detail.png
Region (33, 1) to (63, 31) um. Cells in gray, sequential cells in the stronger gray; small squares are vias.
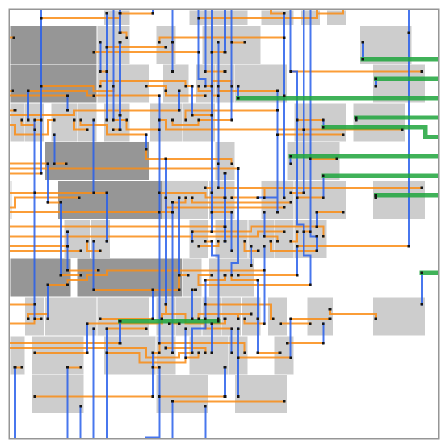
clk_routes.png
Scale bar: 20 um.
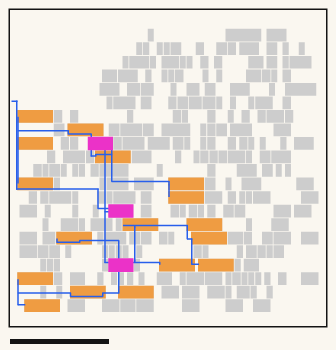
flops_by_reg.png
Scale bar: 20 um. Other cells in gray.
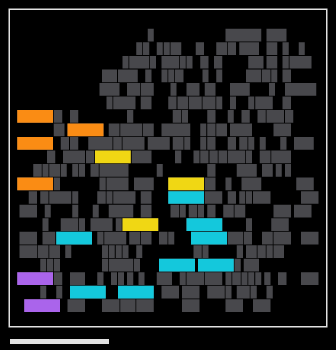
sizes.png
Scale bar: 20 um.
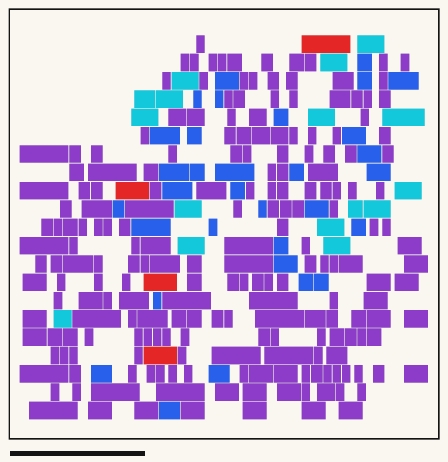
<file path="src/rtl/arb_pkg.sv">
// Shared constants and state encoding for the round-robin encoder arbiter.
package arb_pkg;

    localparam int NREQ = 8;
    localparam int IDXW = 3;

    typedef enum logic [1:0] {
        IDLE,
        GRANT,
        RECOVER
    } state_t;

endpackage

</file>
<file path="src/rtl/onehot_enc8.sv">
// 8-bit one-hot to 3-bit binary encoder; an all-zero input encodes to 0.
module onehot_enc8
    import arb_pkg::*;
(
    input  logic [NREQ-1:0] onehot,
    output logic [IDXW-1:0] idx
);

    assign idx[0] = onehot[1] | onehot[3] | onehot[5] | onehot[7];
    assign idx[1] = onehot[2] | onehot[3] | onehot[6] | onehot[7];
    assign idx[2] = onehot[4] | onehot[5] | onehot[6] | onehot[7];

endmodule

</file>
<file path="src/rtl/rr_enc_arbiter.sv">
// Round-robin arbiter for 8 requesters with registered one-hot grant,
// encoded winner index, done-based release and hold-timeout preemption.
module rr_enc_arbiter
    import arb_pkg::*;
#(
    parameter int MAX_HOLD = 16
) (
    input  logic            clk,
    input  logic            rst_n,
    input  logic [NREQ-1:0] req,
    input  logic            done,
    output logic [NREQ-1:0] gnt,
    output logic [IDXW-1:0] gnt_idx,
    output logic            gnt_valid,
    output logic            timeout
);

    localparam int HCW = (MAX_HOLD > 1) ? $clog2(MAX_HOLD) : 1;

    state_t          state;
    logic [IDXW-1:0] ptr;
    logic [HCW-1:0]  hold_cnt;

    logic [IDXW-1:0] pick;
    logic [IDXW-1:0] cand;
    logic            found;
    logic [NREQ-1:0] pick_onehot;
    logic            expiry;
    logic            abandon;
    logic            release_now;

    // Scan requesters starting at ptr and wrapping; first set bit wins.
    always_comb begin
        pick  = ptr;
        cand  = ptr;
        found = 1'b0;
        for (int i = 0; i < NREQ; i++) begin
            cand = ptr + IDXW'(i);
            if (!found && req[cand]) begin
                pick  = cand;
                found = 1'b1;
            end
        end
        pick_onehot = NREQ'(1) << pick;
    end

    assign expiry      = (MAX_HOLD > 0) && (hold_cnt == HCW'(MAX_HOLD - 1));
    assign abandon     = ((req & gnt) == '0);
    assign release_now = done || abandon || expiry;

    always_ff @(posedge clk) begin
        if (!rst_n) begin
            state    <= IDLE;
            ptr      <= '0;
            hold_cnt <= '0;
            gnt      <= '0;
        end else begin
            case (state)
                IDLE, RECOVER: begin
                    if (|req) begin
                        gnt      <= pick_onehot;
                        ptr      <= pick + IDXW'(1);
                        hold_cnt <= '0;
                        state    <= GRANT;
                    end else begin
                        gnt   <= '0;
                        state <= IDLE;
                    end
                end
                GRANT: begin
                    if (release_now) begin
                        gnt   <= '0;
                        state <= RECOVER;
                    end else if (hold_cnt != '1) begin
                        hold_cnt <= hold_cnt + HCW'(1);
                    end
                end
                default: begin
                    gnt   <= '0;
                    state <= IDLE;
                end
            endcase
        end
    end

    // Timeout must flag the expiring cycle itself and yield to a same-cycle
    // done, so it is decoded from registered state rather than registered.
    assign timeout = rst_n && (state == GRANT) && expiry && !done;

    assign gnt_valid = |gnt;

    onehot_enc8 u_enc (
        .onehot (gnt),
        .idx    (gnt_idx)
    );

endmodule

</file>
<file path="config.mk">
export PLATFORM = sky130hd
export DESIGN_NAME = rr_enc_arbiter
export DESIGN_NICKNAME = d
export VERILOG_FILES = /design/src/rtl/arb_pkg.sv /design/src/rtl/onehot_enc8.sv /design/src/rtl/rr_enc_arbiter.sv
export SDC_FILE = /design/constraint.sdc
export NUM_CORES = 1
export LEC_CHECK = 0
export ABC_AREA = 1
export CAP_MARGIN = 30
export CORE_UTILIZATION = 44
export CTS_CLUSTER_DIAMETER = 80
export DETAILED_ROUTE_END_ITERATION = 8
export PLACE_DENSITY = 0.67
export SLEW_MARGIN = 0
export SYNTH_ARGS = -nofsm -noshare
export SYNTH_HDL_FRONTEND = slang
export SYNTH_SLANG_ARGS = --single-unit
</file>
<file path="constraint.sdc">
create_clock -name clk -period 5.15 [get_ports clk]
set_input_delay 1.545 -clock clk [delete_from_list [all_inputs] [get_ports clk]]
set_output_delay 1.545 -clock clk [all_outputs]
set_load 0.02 [all_outputs]
</file>
==> flow_summary.rst <==
Physical design figures
=======================

.. list-table::
   :header-rows: 1

   * - Metric
     - Value
   * - Status
     - finished clean
   * - Met3 usage in global routing
     - 2.36%
   * - Fraction of power spent switching nets
     - 54.4%
   * - Post-CTS Hold Fix Bufs
     - 0
   * - Yosys warning tally
     - 0
   * - Vias per cell
     - 5.15
   * - Met2 demand-to-capacity share in global routing
     - 33.0%
   * - Synthesized instance count
     - 235
   * - Via count of the first global-routing pass
     - 1,503
   * - CTS tree
     - yes
   * - Number of buffers added by the clock tree synthesis step
     - 3
   * - TNS Setup
     - 0 ns
   * - Share of synthesized area occupied by flip-flops and latches
     - 20.4%
   * - Max Slew Vio Count
     - 0
   * - Leakage power figure
     - 0.839 nW
   * - Crit path launch
     - rst_n
   * - Final clock period utilization by the worst path
     - 89.0%
   * - Pin count of the biggest net entering global routing
     - 13
   * - Port Buf Inserts
     - 23
   * - Ratio of total power to cell area
     - 676 nW/um2
   * - Clock Pin Slew Worst Setup and Hold Paths
     - 0.06 ns
   * - Max Fanout on Critical Path
     - 4
   * - DR pass1 iterations
     - 4
   * - Slew Limit Headroom
     - 73.0%
   * - Number of nets with antenna violations after routing
     - 0
   * - Floorplan row count
     - 21
   * - RSZ-0062 raised after global routing
     - no
   * - Number of nets in the synthesized netlist
     - 254
   * - Total track usage
     - 21.2%
   * - Vias
     - 1,561
   * - Commonest non-fill, non-tap cells in the layout
     - sky130_fd_sc_hd__nand2_1, sky130_fd_sc_hd__nand3_1, sky130_fd_sc_hd__clkdlybuf4s50_1, sky130_fd_sc_hd__inv_1
   * - Count of tool warnings
     - 30
   * - Netlist area before placement
     - 1670 um2
   * - Count of library flops with an enable pin
     - 0
   * - Vertical die dimension
     - 63.5 um
   * - Met1 layer usage reported by global route
     - 29.8%
   * - Count of clock tree sinks
     - 17
   * - Worst slew pin tran
     - 0.402 ns
   * - Leading area contributor after synthesis
     - sky130_fd_sc_hd__dfxtp_1
## Picture notes: detail.png
Key: blue = metal 2; green = metal 3; orange = metal 1
61 logic cells have their middle in the window. Netlist names of flops here include gnt (5), ptr (1). Sequential cells in the window: 6. Most frequent: clkdlybuf4s50_1 (16), nand2_1 (11), dfxtp_1 (6).

## Picture notes: clk_routes.png
Key: magenta = clock drivers [count 3]; blue = clock wires [length 224 um]; orange = flip-flops [count 17]
There are 4 routed clock nets.
clk pwr: 0.0983 mW
share of power burned in the clock network: 7.4%
Post-Route Skew: 0.00666 ns
insertion delay of the later-clocked pin in the worst-skew pair: 0.25 ns

## Picture notes: flops_by_reg.png
Key: cyan = gnt [flops 8]; yellow = ptr [flops 3]; orange = hold_cnt [flops 4, where left middle]; purple = state [flops 2]
Post-Route Utilization: 56.4%
sequential share of cell area: 17.4%
Reg area: 340 um2
reported sequential group power: 0.207 mW

## Picture notes: sizes.png
Key: blue = _2 cells [cells 32]; purple = _0 and _1 cells [cells 205]; red = _6 and larger [cells 4]; cyan = _3 and _4 cells [cells 16]
area growth from synthesis to layout: 17.4%
number of non-clock buffers in the layout: 24
fin worst setup slack: 0.567 ns
post-route standard cell area excluding fillers: 1960 um2

[final cells by class]
cell class / instances / area (um2)
fillers: 363 / 1510
multi-input cells: 186 / 1170
flip-flops and latches: 17 / 340
repair buffers: 24 / 238
inverters: 26 / 105
well taps: 46 / 57.6
clock buffers: 3 / 41.3
clock inverters: 1 / 5.00
[sequential cells by signal, summed over array words and instances, names as in the netlist]
| register | flops |
|---|---|
| gnt | 8 |
| ptr | 3 |
| hold_cnt | 4 |
| state | 2 |
[Yosys cell counts, drive strengths merged, types with 3 or more instances]
cell    count
nand2      72
nand3      33
inv        24
nor2       20
dfxtp      17
a21oi      13
ha          8
nand4       8
o21ai       5
a31oi       4
buf         4
o211ai      4
nor3        3
nor4        3
[worst max-delay path: stages]
cell,delay [ns]
sky130_fd_sc_hd__clkdlybuf4s50_1,0.52
sky130_fd_sc_hd__inv_1,0.07
sky130_fd_sc_hd__nor4_1,0.26
sky130_fd_sc_hd__clkdlybuf4s50_1,0.64
[stage by stage]
stage / power [mW] / cell area, um2 / hold WS, ns / instances / util, %
final: 1.32 / 1960 / 0.485 / 303 / 56.4
after global routing: 1.46 / 1960 / 0.519 / 303 / 56.4
after detailed placement: 1.22 / 1910 / 0.478 / 299 / 55.1
after CTS: 1.33 / 1960 / 0.487 / 303 / 56.4
after floorplan: 0.987 / 1670 / 0.446 / 235 / -
after global placement: 1.21 / 1910 / 0.473 / 299 / 55.1
[power groups by stage]
| stage | combinational [mW] | sequential (mW) | clock (mW) |
|---|---|---|---|
| 2_1_floorplan | 0.779 | 0.208 | 0 |
| 3_3_place_gp | 0.997 | 0.209 | 0 |
| 3_5_place_dp | 1.01 | 0.209 | 0 |
| 4_1_cts | 1.02 | 0.206 | 0.102 |
| 5_1_grt | 1.14 | 0.213 | 0.107 |
| 6_report | 1.02 | 0.207 | 0.0983 |
[kinds of logic after synthesis]
family                   synth area share, %
adder cells (fa/ha/maj)                 6.01
AND-OR/OR-AND                           13.0
XOR/XNOR                                3.00
AND/OR/NAND/NOR                         48.2
flip-flops                              20.4
buffers and inverters                   9.38
[routing by layer]
| metal | wire length (um) | up-vias |
|---|---|---|
| met1 | 1990 | 695 |
| met4 | 38 | 0 |
| met3 | 151 | 5 |
| li1 | - | 835 |
| met2 | 1700 | 26 |
| met5 | 0 | - |
[path summary, 6_finish.rpt]
kind	to	slack, ns
max	timeout	0.57
min	hold_cnt[1]	0.48
max reg2reg	ptr[2]	1.62
min reg2reg	hold_cnt[1]	0.48
Power figures rest on the tool's default switching activity, not on a simulated workload.
